--- src/rtl/neopixel_pkg.sv ---
// Shared definitions for the neopixel frame sequencer.
//   - seq_state_e : sequencer FSM state encoding
//   - rgb_t       : one pixel colour, packed {G,R,B} as the neopixel expects
//   - CTRL_START  : control-register write value that starts transmission
//   - wheel()     : 8-bit hue to colour-wheel RGB
//   - scale_rgb() : per-channel brightness scaling, c' = (c*(br+1))>>8
package neopixel_pkg;

    localparam logic [31:0] CTRL_START = 32'h0000_0001;

    typedef enum logic [2:0] {
        ST_IDLE,
        ST_LOAD,
        ST_WRITE,
        ST_KICK,
        ST_WAIT,
        ST_DONE
    } seq_state_e;

    typedef struct packed {
        logic [7:0] g;
        logic [7:0] r;
        logic [7:0] b;
    } rgb_t;

    // Three 85-step segments; each has one channel rising, one falling, one off.
    function automatic rgb_t wheel(input logic [7:0] h);
        logic [7:0] k, up, dn;
        rgb_t c;
        c = '0;
        if (h < 8'd85) begin
            k = h;
        end else if (h < 8'd170) begin
            k = h - 8'd85;
        end else begin
            k = h - 8'd170;
        end
        up = 8'(k * 8'd3);
        dn = 8'd255 - up;
        if (h < 8'd85) begin
            c.r = dn;
            c.g = up;
        end else if (h < 8'd170) begin
            c.g = dn;
            c.b = up;
        end else begin
            c.r = up;
            c.b = dn;
        end
        return c;
    endfunction

    function automatic logic [7:0] scale_chan(input logic [7:0] c, input logic [7:0] br);
        logic [15:0] prod;
        prod = 16'(c) * (16'(br) + 16'd1);
        return 8'(prod >> 8);
    endfunction

    function automatic rgb_t scale_rgb(input rgb_t c, input logic [7:0] br);
        rgb_t s;
        s.g = scale_chan(c.g, br);
        s.r = scale_chan(c.r, br);
        s.b = scale_chan(c.b, br);
        return s;
    endfunction

endpackage

--- src/rtl/neopixel_seq_tick.sv ---
// Frame-tick divider: free-running counter that wraps at C_PERIOD-1 and
// emits a registered one-cycle tick on each wrap.
// Ports:
//   clock   in  system clock
//   reset_n in  synchronous active-low reset (counter and tick cleared)
//   tick    out one-cycle pulse every C_PERIOD cycles
module neopixel_seq_tick #(
    parameter int unsigned C_PERIOD = 2083333
) (
    input  logic clock,
    input  logic reset_n,
    output logic tick
);

    localparam int unsigned CNT_W = (C_PERIOD > 1) ? $clog2(C_PERIOD) : 1;
    localparam logic [CNT_W-1:0] LAST = CNT_W'(C_PERIOD - 1);

    logic [CNT_W-1:0] cnt;

    // Counter and tick pulse.
    always_ff @(posedge clock) begin
        if (!reset_n) begin
            cnt  <= '0;
            tick <= 1'b0;
        end else begin
            tick <= (cnt == LAST);
            cnt  <= (cnt == LAST) ? '0 : cnt + CNT_W'(1);
        end
    end

endmodule

--- src/rtl/neopixel_frame_sequencer.sv ---
// Autonomous frame generator driving the neopixel control interface.
// Each enabled frame tick it writes C_PIXELS colour words (rainbow or solid,
// brightness scaled), writes the start bit to the control register, waits for
// transmission to finish and pulses frame_done.
// Optional build macro NEOPIXEL_SEQ_POLL_EN: wait by polling the control
// register busy bit instead of a fixed C_WAIT_CYCLES delay.
// Ports:
//   clock, reset_n   in   clock, synchronous active-low reset
//   enable           in   run frames (sampled at the frame tick)
//   mode             in   0 rainbow, 1 solid (sampled at frame start)
//   solid_color      in   {G,R,B} for solid mode (sampled at frame start)
//   brightness       in   global scale (sampled at frame start)
//   busy             out  frame in progress
//   frame_done       out  one-cycle pulse at frame completion
//   clock_ctrl       out  clock pass-through
//   reset_ctrl       out  registered ~reset_n
//   write_readf      out  1 = write cycle
//   address          out  register address
//   write_data       out  write data
//   read_data        in   read data, one cycle after a read address
module neopixel_frame_sequencer
    import neopixel_pkg::*;
#(
    parameter int unsigned C_PIXELS      = 12,
    parameter int unsigned C_FREQ_HZ     = 125000000,
    parameter int unsigned C_FRAME_HZ    = 60,
    parameter logic [7:0]  C_HUE_STEP    = 8'd21,
    parameter logic [31:0] C_CTRL_ADDR   = 32'h100,
    parameter int unsigned C_WAIT_CYCLES = 51250
) (
    input  logic        clock,
    input  logic        reset_n,
    input  logic        enable,
    input  logic        mode,
    input  logic [23:0] solid_color,
    input  logic [7:0]  brightness,
    output logic        busy,
    output logic        frame_done,
    output logic        clock_ctrl,
    output logic        reset_ctrl,
    output logic        write_readf,
    output logic [31:0] address,
    output logic [31:0] write_data,
    input  logic [31:0] read_data
);

    localparam int unsigned TICK_PERIOD = C_FREQ_HZ / C_FRAME_HZ;
    localparam int unsigned PIX_W       = $clog2(C_PIXELS + 1);
    localparam int unsigned WAIT_W      = (C_WAIT_CYCLES < 4) ? 2 : $clog2(C_WAIT_CYCLES);
    localparam logic [PIX_W-1:0] PIX_END = PIX_W'(C_PIXELS);

    seq_state_e       state, state_nx;
    logic [PIX_W-1:0] pix, pix_nx;
    logic [WAIT_W-1:0] wait_cnt, wait_nx;
    logic [7:0]       phase, phase_nx;
    logic             busy_nx, frame_done_nx, write_readf_nx;
    logic [31:0]      address_nx, write_data_nx;
    logic             latch;
    logic             lat_mode;
    rgb_t             lat_color;
    logic [7:0]       lat_bright;
    logic             tick;
    logic [7:0]       hue;
    rgb_t             base_color, scaled_color;
    logic [31:0]      pixel_word;

    neopixel_seq_tick #(
        .C_PERIOD (TICK_PERIOD)
    ) u_tick (
        .clock   (clock),
        .reset_n (reset_n),
        .tick    (tick)
    );

    assign clock_ctrl = clock;

    always_ff @(posedge clock) begin
        reset_ctrl <= ~reset_n;
    end

    // Colour word for the pixel currently being issued.
    always_comb begin
        hue          = phase + 8'(8'(pix) * C_HUE_STEP);
        base_color   = lat_mode ? lat_color : wheel(hue);
        scaled_color = scale_rgb(base_color, lat_bright);
        pixel_word   = {8'h00, scaled_color};
    end

    // State and registered outputs.
    always_ff @(posedge clock) begin
        if (!reset_n) begin
            state       <= ST_IDLE;
            pix         <= '0;
            wait_cnt    <= '0;
            phase       <= '0;
            busy        <= 1'b0;
            frame_done  <= 1'b0;
            write_readf <= 1'b0;
            address     <= '0;
            write_data  <= '0;
            lat_mode    <= 1'b0;
            lat_color   <= '0;
            lat_bright  <= '0;
        end else begin
            state       <= state_nx;
            pix         <= pix_nx;
            wait_cnt    <= wait_nx;
            phase       <= phase_nx;
            busy        <= busy_nx;
            frame_done  <= frame_done_nx;
            write_readf <= write_readf_nx;
            address     <= address_nx;
            write_data  <= write_data_nx;
            if (latch) begin
                lat_mode   <= mode;
                lat_color  <= rgb_t'(solid_color);
                lat_bright <= brightness;
            end
        end
    end

`ifdef NEOPIXEL_SEQ_POLL_EN
    logic read_hi_unused;
    assign read_hi_unused = ^read_data[31:1];
`else
    logic read_unused;
    assign read_unused = ^read_data;
`endif

    // Next state; bus outputs are computed one cycle ahead so the bus
    // content always matches the state it is shown in.
    always_comb begin
        state_nx       = state;
        pix_nx         = pix;
        wait_nx        = wait_cnt;
        phase_nx       = phase;
        busy_nx        = busy;
        frame_done_nx  = 1'b0;
        write_readf_nx = 1'b0;
        address_nx     = address;
        write_data_nx  = write_data;
        latch          = 1'b0;

        case (state)
            ST_IDLE: begin
                if (tick && enable) begin
                    state_nx = ST_LOAD;
                    busy_nx  = 1'b1;
                    pix_nx   = '0;
                    latch    = 1'b1;
                end
            end
            ST_LOAD, ST_WRITE: begin
                write_readf_nx = 1'b1;
                if (pix == PIX_END) begin
                    state_nx      = ST_KICK;
                    address_nx    = C_CTRL_ADDR;
                    write_data_nx = CTRL_START;
                end else begin
                    state_nx      = ST_WRITE;
                    address_nx    = 32'(pix);
                    write_data_nx = pixel_word;
                    pix_nx        = pix + PIX_W'(1);
                end
            end
            ST_KICK: begin
                state_nx = ST_WAIT;
                wait_nx  = WAIT_W'(1);
            end
            ST_WAIT: begin
`ifdef NEOPIXEL_SEQ_POLL_EN
                // wait_cnt = cycles since the kick; the first busy read
                // response arrives two cycles after it.
                address_nx = C_CTRL_ADDR;
                if (wait_cnt < WAIT_W'(2)) begin
                    wait_nx = wait_cnt + WAIT_W'(1);
                end
                if ((wait_cnt >= WAIT_W'(2)) && !read_data[0]) begin
                    state_nx      = ST_DONE;
                    frame_done_nx = 1'b1;
                    busy_nx       = 1'b0;
                    phase_nx      = phase + 8'd1;
                end
`else
                // frame_done lands C_WAIT_CYCLES cycles after the kick write.
                if (wait_cnt >= WAIT_W'(C_WAIT_CYCLES - 1)) begin
                    state_nx      = ST_DONE;
                    frame_done_nx = 1'b1;
                    busy_nx       = 1'b0;
                    phase_nx      = phase + 8'd1;
                end else begin
                    wait_nx = wait_cnt + WAIT_W'(1);
                end
`endif
            end
            ST_DONE: begin
                state_nx = ST_IDLE;
            end
            default: begin
                state_nx = ST_IDLE;
            end
        endcase
    end

endmodule

--- config.mk ---
export PLATFORM = sky130hd
export DESIGN_NAME = neopixel_frame_sequencer
export DESIGN_NICKNAME = d
export VERILOG_FILES = /design/src/rtl/neopixel_pkg.sv /design/src/rtl/neopixel_seq_tick.sv /design/src/rtl/neopixel_frame_sequencer.sv
export SDC_FILE = /design/constraint.sdc
export NUM_CORES = 1
export LEC_CHECK = 0
export ABC_AREA = 1
export CAP_MARGIN = 5
export CORE_MARGIN = 5
export CORE_UTILIZATION = 55
export DETAILED_ROUTE_END_ITERATION = 12
export PLACE_DENSITY_LB_ADDON = 0.25
export RECOVER_POWER = 50
export SYNTH_ARGS = -nofsm -noshare
export SYNTH_HDL_FRONTEND = slang
export SYNTH_SLANG_ARGS = --single-unit
--- constraint.sdc ---
create_clock -name clock -period 22.8 [get_ports clock]
set_input_delay 2.28 -clock clock [delete_from_list [all_inputs] [get_ports clock]]
set_output_delay 2.28 -clock clock [all_outputs]
set_load 0.02 [all_outputs]
final_placement.png
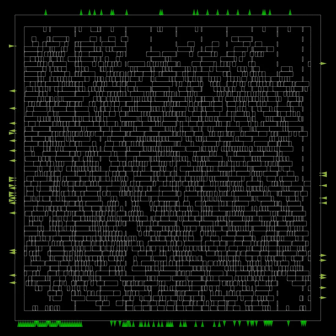
registers: 119
Non-Filler Instances: 2302
FP Rows: 57
layout filler cell count: 2245
Seq/total area: 15.8%

met2.png
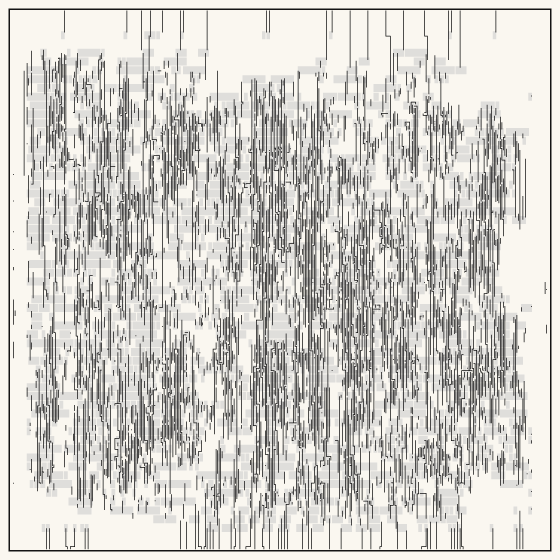
The longest straight run is 50.0 um. The layer holds 49% of the routed length. The wires run mostly vertical. 1878 nets have wire on it. The layer carries 16600 um of wire.
M2 GR Usage: 42.5%
Post-Route WL: 33600 um

worst max-delay path, cell delays in order:
cell,delay [ns]
clkbuf_16,0.12
clkbuf_16,0.13
clkdlybuf4s50_1,0.53
registers in the layout (all words and copies together) (netlist names), 3 cells and up:
name,count
address,5
write_data,24
pix,4
wait_cnt,16
lat_bright,8
u_tick.cnt,21
lat_color,24
phase,8
state,3
cells by family after synthesis:
family	after synthesis	share of synthesized area, %
AND-OR/OR-AND	285	12.0
XOR/XNOR	31	2.20
adder cells (fa/ha/maj)	253	30.3
buffers and inverters	480	14.5
flip-flops	119	17.6
other	1	0.0277
AND/OR/NAND/NOR	744	23.5
power breakdown:
part	total [mW]	switching (mW)	internal, mW
clock	0.330	0.117	0.213
combinational	0.111	0.0770	0.0337
sequential	0.213	0.00215	0.211
total	0.654	0.196	0.457
==> changes_impl.md <==
### Implementation results

* Max Cap Violations at 2
* Library cells used by synthesis at 61
* GRT Util Overall at 24.4%
* Setup TNS at 0 ns
* CP arrival at 12.18 ns
* YS chip area at 0.0135 mm^2
* # diodes at 0
* Tapcells at 324
* Failing checks: capacitance limit, slew limit
* WP data required at 20.52 ns
* Share of cells above drive strength 1 at 5.21%
* Setup bufs post-CTS at 0
* Crit-path max FO at 2
* Worst Tran Pin Value at 2.04 ns
* Register share after synthesis at 17.6%
* Yosys cell count at 1913
* Met1 wire length at 14000 um
* Initial antenna violation count at 0
* Crit path kind: clk -> out
* Hold_sp: write_data[16]
* Die W at 167 um
* PwrDens at 43.4 mW/mm^2
* Final Max Tran Viols at 87
* Status: finished, violations left
Power and IR drop assume default switching activity.
